**Run 1: the metal 3 layer**

Bar = 20 µm.
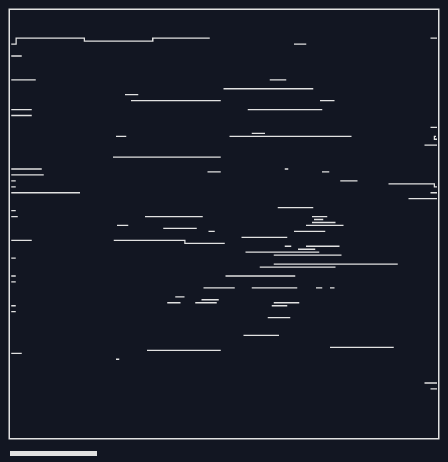
**Run 1: placed cells, one colour a class**

Fill, decap, tap and diode cells in grey.
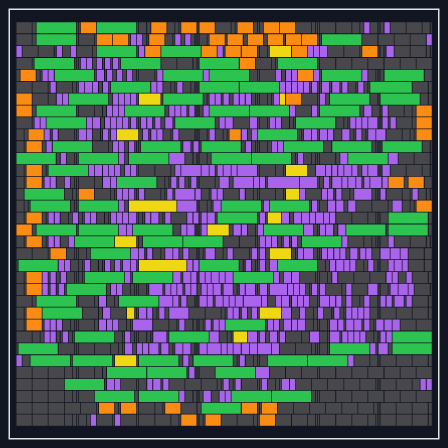
**Run 1: placement view**

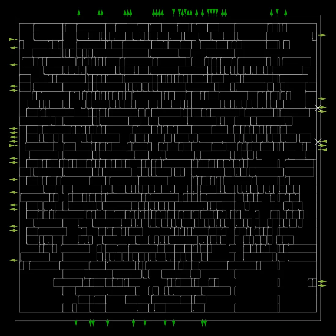
[src/rtl/loader_pkg.sv]
// Shared definitions for the instruction-memory boot loader.
package loader_pkg;

  // Loader FSM states.
  typedef enum logic [2:0] {
    IDLE  = 3'd0,
    HDR0  = 3'd1,
    HDR1  = 3'd2,
    DATA  = 3'd3,
    FLUSH = 3'd4,
    DONE  = 3'd5,
    ERR   = 3'd6
  } state_t;

  // Stream bytes per instruction word.
  localparam int BYTES_PER_WORD = 4;
  // Byte distance between consecutive instruction words (pc increment).
  localparam int ADDR_STEP = 4;

  // States in which the loader takes bytes from the stream.
  function automatic logic is_intake(input state_t s);
    return (s == HDR0) || (s == HDR1) || (s == DATA);
  endfunction

endpackage

[src/rtl/word_assembler.sv]
// Packs little-endian stream bytes into 32-bit words. Byte k of a word lands
// in bits [8k+7:8k]; word/word_complete present the finished word in the same
// cycle its last byte is accepted so the caller can register it directly.
module word_assembler
  import loader_pkg::*;
(
  input  logic        clk,
  input  logic        rst,
  input  logic        clr,
  input  logic [7:0]  in_byte,
  input  logic        accept,
  output logic [31:0] word,
  output logic        word_complete
);

  logic [1:0]  byte_cnt;
  logic [31:0] word_q;

  // Merge the incoming byte into the held partial word at its lane.
  always_comb begin
    word          = word_q;
    word_complete = 1'b0;
    if (accept) begin
      word[{byte_cnt, 3'b000} +: 8] = in_byte;
      word_complete = (byte_cnt == 2'(BYTES_PER_WORD - 1));
    end
  end

  // Byte lane counter and partial-word storage; a gap in accept holds both.
  always_ff @(posedge clk or posedge rst) begin
    if (rst) begin
      byte_cnt <= 2'd0;
      word_q   <= 32'd0;
    end else if (clr) begin
      byte_cnt <= 2'd0;
    end else if (accept) begin
      word_q   <= word;
      byte_cnt <= byte_cnt + 2'd1;
    end
  end

endmodule

[src/rtl/im_loader.sv]
// Boot-time instruction memory writer: header (word count) then words, each
// written through a one-cycle strobe; the core is held until the last write.
//
// Handshake: a byte transfers on a rising edge where in_valid && in_ready.
// in_ready is registered: it is 1 only while the FSM sits in an intake state
// (HDR0/HDR1/DATA) and will still be in one after the edge, so it drops in the
// same edge that leaves intake and never advertises a slot the FSM would
// ignore. A consequence is one idle cycle after entering HDR0.
module im_loader #(
  parameter int ROM_WIDTH     = 32,
  parameter int ROM_ADDR_BITS = 64
) (
  input  logic                 clk,
  input  logic                 rst,
  input  logic                 start,
  input  logic [7:0]           in_data,
  input  logic                 in_valid,
  output logic                 in_ready,
  output logic                 we,
  output logic [15:0]          waddr,
  output logic [ROM_WIDTH-1:0] wdata,
  output logic                 cpu_hold,
  output logic                 done,
  output logic                 err
);

  import loader_pkg::*;

  localparam int IDX_W = $clog2(ROM_ADDR_BITS) + 1;

  state_t            state, next_state;
  logic [15:0]       hdr_cnt;
  logic [15:0]       hdr_full;
  logic [IDX_W-1:0]  word_idx;
  logic              intake;
  logic              asm_accept;
  logic              asm_clr;
  logic [31:0]       asm_word;
  logic              word_complete;
  logic              last_word;

  assign intake     = in_valid && in_ready;
  assign asm_accept = intake && (state == DATA);
  assign asm_clr    = (state != DATA);
  // Full word count as it becomes known while the MSB byte is taken.
  assign hdr_full   = {in_data, hdr_cnt[7:0]};
  assign last_word  = (16'(word_idx) == (hdr_cnt - 16'd1));

  word_assembler u_asm (
    .clk           (clk),
    .rst           (rst),
    .clr           (asm_clr),
    .in_byte       (in_data),
    .accept        (asm_accept),
    .word          (asm_word),
    .word_complete (word_complete)
  );

  // State register.
  always_ff @(posedge clk or posedge rst) begin
    if (rst) state <= IDLE;
    else     state <= next_state;
  end

  // Next-state logic: header parsing, word counting, re-arm on start.
  always_comb begin
    next_state = state;
    case (state)
      IDLE:  next_state = HDR0;
      HDR0:  if (intake) next_state = HDR1;
      HDR1: begin
        if (intake) begin
          if (hdr_full == 16'd0)                      next_state = DONE;
          else if (hdr_full > 16'(ROM_ADDR_BITS))     next_state = ERR;
          else                                        next_state = DATA;
        end
      end
      DATA:  if (word_complete && last_word) next_state = FLUSH;
      FLUSH: next_state = DONE;
      DONE:  if (start) next_state = HDR0;
      ERR:   if (start) next_state = HDR0;
      default: next_state = IDLE;
    endcase
  end

  // Header count capture and word index; index restarts with each header.
  always_ff @(posedge clk or posedge rst) begin
    if (rst) begin
      hdr_cnt  <= 16'd0;
      word_idx <= '0;
    end else begin
      if (intake && state == HDR0) hdr_cnt <= {8'h00, in_data};
      if (intake && state == HDR1) begin
        hdr_cnt  <= hdr_full;
        word_idx <= '0;
      end
      if (word_complete) word_idx <= word_idx + 1'b1;
    end
  end

  // Write port: word and address captured with the 4th byte, strobe for one cycle.
  always_ff @(posedge clk or posedge rst) begin
    if (rst) begin
      we    <= 1'b0;
      waddr <= 16'd0;
      wdata <= '0;
    end else begin
      we <= word_complete;
      if (word_complete) begin
        waddr <= 16'(word_idx) * 16'(ADDR_STEP);
        wdata <= asm_word;
      end
    end
  end

  // Registered status outputs, aligned with the state being entered.
  always_ff @(posedge clk or posedge rst) begin
    if (rst) begin
      in_ready <= 1'b0;
      cpu_hold <= 1'b1;
      done     <= 1'b0;
      err      <= 1'b0;
    end else begin
      in_ready <= is_intake(state) && is_intake(next_state);
      cpu_hold <= (next_state != DONE);
      done     <= (next_state == DONE);
      err      <= (next_state == ERR);
    end
  end

endmodule

[config.mk]
export PLATFORM = sky130hd
export DESIGN_NAME = im_loader
export DESIGN_NICKNAME = d
export VERILOG_FILES = /design/src/rtl/loader_pkg.sv /design/src/rtl/word_assembler.sv /design/src/rtl/im_loader.sv
export SDC_FILE = /design/constraint.sdc
export NUM_CORES = 1
export LEC_CHECK = 0
export ABC_AREA = 1
export CAP_MARGIN = 15
export CORE_UTILIZATION = 50
export CTS_CLUSTER_SIZE = 12
export DETAILED_ROUTE_END_ITERATION = 10
export PLACE_DENSITY = 0.74
export SYNTH_ARGS = -nofsm -noshare
export SYNTH_HDL_FRONTEND = slang
export SYNTH_SLANG_ARGS = --single-unit
[constraint.sdc]
create_clock -name clk -period 8.4 [get_ports clk]
set_input_delay 2.52 -clock clk [delete_from_list [all_inputs] [get_ports clk]]
set_output_delay 2.52 -clock clk [all_outputs]
set_load 0.03 [all_outputs]
==> results.cfg, run 1 <==
; physical design summary
[status]
status = finished with violations
violations = design-rule violations

[clock_network]
cts_setup_buffers = 0
hold_buffers = 0
clk_latency_ps = 380

[synth]
synth_area_per_cell_um2 = 7.88
edf_count = 0
synthesis.area_um2 = 4600

[layout]
diodes = 0
comb_share = 0.344
largest_register = wdata
num-multi-input-gates = 410
clock_buffers = 10
layout.area.seq_um2 = 2400
layout_top_cell = nand2_1

[route]
ant_nets = 0
drc = 2
vias_per_cell = 5.14

[worst_setup_path]
timing.rr.start = u_asm.byte_cnt[0]$_DFFE_PP0P_
crit_chain = clkdlybuf4s50_1 -> nand2_1 -> inv_1 -> nand2_4 -> nor2_8 -> inv_2 -> nor3_2 -> nand2_1 -> nand2_1
path_max_fanout = 47
end_kind = flop
critPathKind = in -> reg

[grt]
track_usage = 0.237
first_global_vias = 3834

[die]
die.size.y_um = 97.9
fp.dieW_um = 97.9
chip_area_um2 = 9590

[sta]
grt_setup_unrepaired = false
slew_headroom = 0.396
setup_viol = 0
setup_tns_ps = 0
drv_slew = 0

[place]
port_buffers = 55
place_congestion = 0.851

[worst_hold_path]
hold_end = waddr[7]$_DFFE_PP0P_

[power]
powerDensity_nw_per_um2 = 275

[job]
warning_count = 30
-- 'the metal 3 layer' (at the start) --
nets with wire on the layer: 61
share of all routed wire: 5.3%
longest straight run: 28.1 µm

-- 'placed cells, one colour a class' (at the start) --
[orange] remaining buffers and delay cells | cells: 56 | share of their area: 11%
[yellow] clock drivers and dummy loads | cells: 16 | share of their area: 4.1%
[green] registers | cells: 96 | share of their area: 46%
[purple] remaining logic cells | cells: 473 | share of their area: 40%
Rows: 34
final core utilization: 0.615
final instance area: 5410 µm²

-- 'placement view' (at the start) --
CORE AREA: 8810 µm²
fraction of area in registers: 0.444
Finished Layout Cells: 749
FILL cells: 780
flop count: 96

[run 1: report_power, final]
group	internal [µW]	switching [µW]
Combinational	193	321
Clock	169	165
Sequential	572	67.0
[run 1: logic make-up (layout without fill, tap and decap cells)]
family,count (synthesis),after routing
and+or+nand+nor,323,323
DFF,96,96
buffers and inverters,86,135
AOI/OAI and AO/OA,65,65
adders and majority gates,7,7
xor gates and xnor gates,6,6
other,1,9
[run 1: through the flow]
step | area [µm²] | setup slack (ps) | cells | hold slack [ps]
after global placement | 5190 | 3530 | 733 | 460
after floorplan | 4630 | 3380 | 592 | 461
final | 5410 | 3860 | 749 | 479
after global routing | 5410 | 3650 | 749 | 501
after detailed placement | 5190 | 3480 | 733 | 464
after CTS | 5410 | 3850 | 749 | 484
[run 1: worst register-to-register path: cells and delay by family (launching register included)]
kind | cells | cell delay [ps]
and+or+nand+nor | 4 | 930
adders and majority gates | 1 | 370
AOI/OAI and AO/OA | 1 | 290
DFF | 1 | 600
buffers and inverters | 2 | 290
[run 1: synthesized netlist by cell type, types with 2 or more instances]
master	number
nand3_1	29
buf_2	7
ha_1	7
o21ai_0	40
nor2_2	3
inv_2	2
nand2_2	7
clkbuf_1	7
o21ai_1	7
nor2_4	3
nand2_1	233
nand4_1	4
nor2_1	35
buf_4	9
inv_1	61
o22ai_1	10
nor3_1	5
xnor2_1	4
dfrtp_1	95
a21oi_1	6
xor2_1	2
[run 1: per-layer routing]
layer | track usage | part of all wire | vias up
li1 | - | - | 1905
met1 | 0.339 | 0.47 | 1804
met2 | 0.360 | 0.46 | 124
met3 | 0.0315 | 0.053 | 15
met4 | 0.111 | 0.024 | 0
met5 | 0 | 0 | -
**Run 1: metal 2**

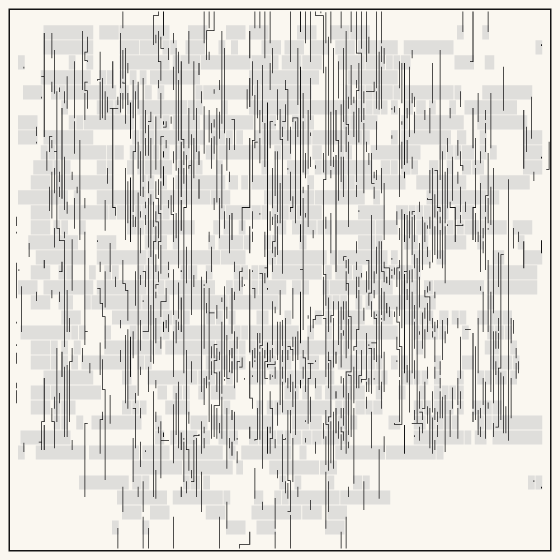

## Run 2: what changed since run 1
--- a/config.mk
+++ b/config.mk
@@ -7,10 +7,10 @@
 export LEC_CHECK = 0
 export ABC_AREA = 1
 export CAP_MARGIN = 15
-export CORE_UTILIZATION = 50
+export CORE_UTILIZATION = 49
 export CTS_CLUSTER_SIZE = 12
 export DETAILED_ROUTE_END_ITERATION = 10
-export PLACE_DENSITY = 0.74
+export PLACE_DENSITY = 0.76
 export SYNTH_ARGS = -nofsm -noshare
 export SYNTH_HDL_FRONTEND = slang
 export SYNTH_SLANG_ARGS = --single-unit
==> constraint.sdc (replaced) <==
create_clock -name clk -period 4.1 [get_ports clk]
set_input_delay 1.23 -clock clk [delete_from_list [all_inputs] [get_ports clk]]
set_output_delay 1.23 -clock clk [all_outputs]
set_load 0.03 [all_outputs]
**Run 2: metal 2**

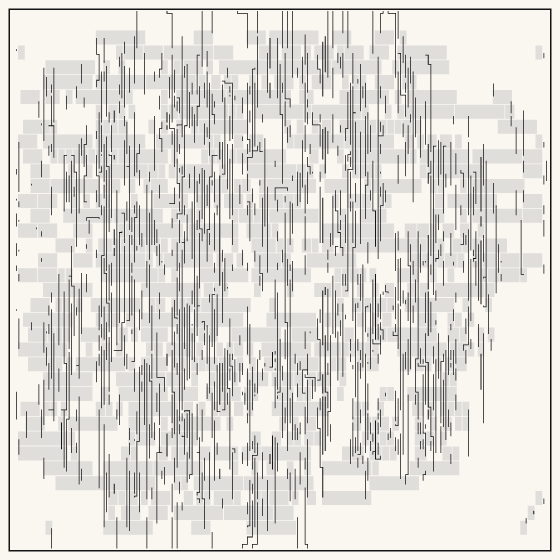
wire length on this layer: 4910 µm
main direction: vertical
Post-Route WL: 10500 µm
GR Util met2: 0.375

==> results.cfg, run 2 <==
; physical design summary
[synth]
most_common_cell = nand2_1
synthesis.area_um2 = 4600
edf_count = 0
synth_area_per_cell_um2 = 7.88

[place]
place_congestion = 0.855
place_ws_ps = 785

[layout]
fin_cells = 750
layout_top_cell = nand2_1
diodes = 0
nFillCells = 801

[die]
fp.dieW_um = 98.9
rows = 34
chip_area_um2 = 9780

[route]
drc = 0
ant_nets = 0

[clock_network]
clk_latency_ps = 350
cts_setup_buffers = 0

[power]
powerDensity_nw_per_um2 = 556

[worst_setup_path]
timing.rr.start = u_asm.byte_cnt[0]$_DFFE_PP0P_
path_max_fanout = 33
end_kind = flop

[status]
status = finished clean

[sta]
setup_slack_ps = 1190

[grt]
met1_usage = 0.334
**Run 2: the metal 3 layer**

Bar = 20 µm.
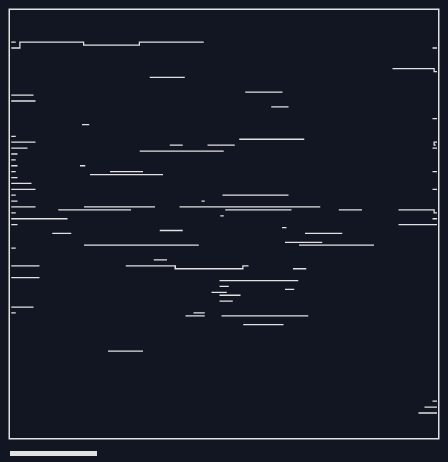
vias: 3853
grt met3 use: 0.0426

run 2: cell families (layout without fill, tap and decap cells):
group,after synthesis,in the layout,synth area share
fa+ha+maj,7,7,0.0190
xor+xnor,6,6,0.0114
other cells,1,9,0.000815
compound gates,65,65,0.0743
flops,96,96,0.523
buf+inv,86,136,0.0794
simple gates,323,323,0.292
run 2: worst paths after layout:
| check | end | slack [ps] | cells after the start |
|---|---|---|---|
| max in group asynchronous | word_idx[3]$_DFFE_PP0P_ | 2420 | 3 |
| setup reg to reg | wdata[20]$_DFFE_PP0P_ | 1580 | 8 |
| min in group asynchronous | done$_DFF_PP0_ | 1290 | 3 |
| setup / recovery | done$_DFF_PP0_ | 1190 | 13 |
| hold reg to reg | waddr[6]$_DFFE_PP0P_ | 480 | 2 |
| hold / removal | waddr[6]$_DFFE_PP0P_ | 480 | 2 |
run 2: routing by layer:
layer,vias up,part of all wire
li1,1905,-
met4,0,0.0099
met1,1819,0.47
met3,10,0.050
met2,119,0.47
met5,-,0
run 2: where the power goes:
| part | switching, µW | internal, µW | total, µW |
|---|---|---|---|
| clock network | 335 | 301 | 636 |
| logic | 667 | 398 | 1070 |
| registers | 140 | 1170 | 1310 |
| total | 1140 | 1870 | 3010 |
run 2: area by class of cell:
class,instances,area [µm²],share of cell area
Clock buffer,10,138,0.0254
Inverter,63,238,0.0438
Clock inverter,5,63.8,0.0118
Sequential cell,96,2400,0.443
Timing Repair Buffer,58,586,0.108
Multi-Input combinational cell,410,1860,0.343
Tap cell,108,135,0.0249
run 2: critical path, cell delays in order:
cell and delay [ps]:
clkdlybuf4s50_1 450, nand2_1 110, inv_1 160, nand2_4 90, nor2_8 380, nand2_1 100
nor2_1 110, nand3_1 110, nor2_2 110, nand2_2 70, nand2_2 100, nand3_1 70
nor2_1 120
## Run 3: what changed since run 2
--- a/config.mk
+++ b/config.mk
@@ -7,10 +7,10 @@
 export LEC_CHECK = 0
 export ABC_AREA = 1
 export CAP_MARGIN = 15
-export CORE_UTILIZATION = 49
+export CORE_UTILIZATION = 50
 export CTS_CLUSTER_SIZE = 12
 export DETAILED_ROUTE_END_ITERATION = 10
-export PLACE_DENSITY = 0.76
+export PLACE_DENSITY = 0.74
 export SYNTH_ARGS = -nofsm -noshare
 export SYNTH_HDL_FRONTEND = slang
 export SYNTH_SLANG_ARGS = --single-unit
==> constraint.sdc (replaced) <==
create_clock -name clk -period 2.9 [get_ports clk]
set_input_delay 0.87 -clock clk [delete_from_list [all_inputs] [get_ports clk]]
set_output_delay 0.87 -clock clk [all_outputs]
set_load 0.03 [all_outputs]
==> results.cfg, run 3 <==
; physical design summary
[layout]
diodes = 0
largest_register = wdata
fin_cells = 767
layout_top_cell = nand2_1

[die]
die.size.y_um = 97.9
design.core.area_um2 = 8810
chip_area_um2 = 9590

[grt]
first_global_vias = 3958

[worst_setup_path]
max_stage_delay_ps = 660
crit_chain = clkdlybuf4s50_1
critPathKind = reg -> out

[sta]
holdWs_ps = 490
setup_viol = 0
grt_setup_unrepaired = false
setup_slack_ps = 493
setup_tns_ps = 0
drv_slew = 0

[route]
ant_nets = 0
dr.max_layer_used = met4
drc = 3
routed_wl_um = 10700
via_count = 4025

[status]
status = finished with violations
violations = design-rule violations

[clock_network]
cts_setup_buffers = 0
clk_latency_ps = 360

[place]
place_congestion = 0.919
post_dp_cell_area_um2 = 5350

[synth]
most_common_cell = nand2_1
ys_sh_simple = 0.292
ys_sh_adder = 0.0190
ys_sh_aoi = 0.0743
## run 3: netlist changes by cell type in the layout (fill, tap and decap cells not counted), sizes merged
cell	previous run	this run
clkbuf	10	9
buf	3	19
clkinvlp	1	2
bufinv	1	0
clkinv	2	4
## run 3: path summary, 6_finish.rpt
kind                                               start                   end  slack (ps)  cells past startpoint
setup / recovery                      cpu_hold$_DFF_PP1_              cpu_hold         490                      1
hold / removal                      waddr[6]$_DFFE_PP0P_  waddr[6]$_DFFE_PP0P_         490                      2
setup reg to reg           u_asm.byte_cnt[0]$_DFFE_PP0P_  wdata[5]$_DFFE_PP0P_         640                      7
hold reg to reg                     waddr[6]$_DFFE_PP0P_  waddr[6]$_DFFE_PP0P_         490                      2
max in group asynchronous                            rst  waddr[7]$_DFFE_PP0P_        1450                      3
min in group asynchronous                            rst         err$_DFF_PP0_         850                      2
## run 3: report_power, final
part / internal, µW / total, µW / switching [µW]
Combinational: 586 / 1540 / 950
Sequential: 1660 / 1850 / 196
Clock: 330 / 828 / 499
## run 3: final cells by class
type                    instances  area [µm²]
clock buffers                   9         124
clock inverters                 7        66.3
fillers                       769        3270
repair buffers                 74         706
multi-input cells             410        1860
inverters                      63         240
flip-flops and latches         96        2400
well taps                     108         135
## run 3: tightest hold or removal path, delay by kind of cell (launching register included)
| kind | cells | cell delay [ps] |
|---|---|---|
| flip-flops | 1 | 360 |
| AND/OR/NAND/NOR | 2 | 100 |
## run 3: layer usage
metal / vias up / global-route usage
met5: - / 0
met4: 0 / 0.0804
met3: 20 / 0.0501
met2: 131 / 0.379
met1: 1928 / 0.327
li1: 1946 / -
## run 3: cells by family (layout without fill, tap and decap cells)
kind of cell,Yosys count,after routing
fa+ha+maj,7,7
other cells,1,9
buf+inv,86,153
simple gates,323,323
xor+xnor,6,6
compound gates,65,65
flops,96,96
**Run 3: placed cells, one colour a class**

Fill, decap, tap and diode cells in grey.
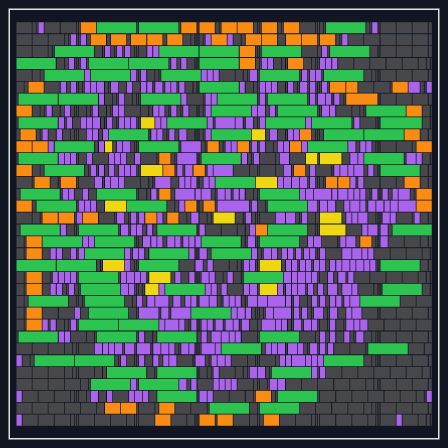
final instance area: 5540 µm²
fraction of area in registers: 0.434
final core utilization: 0.629

**Run 3: port wiring**

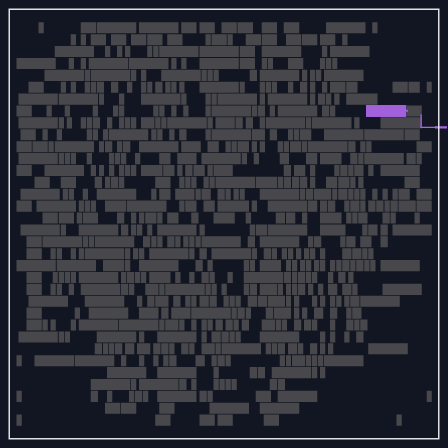
[purple] err | bits: 1 | direction: output | edge: right | end cells: 1 | buffers: 1 | wire: 7.10 µm
Buffers on Ports: 55
Ports: 65

Power is estimated from default activity; no workload was simulated.
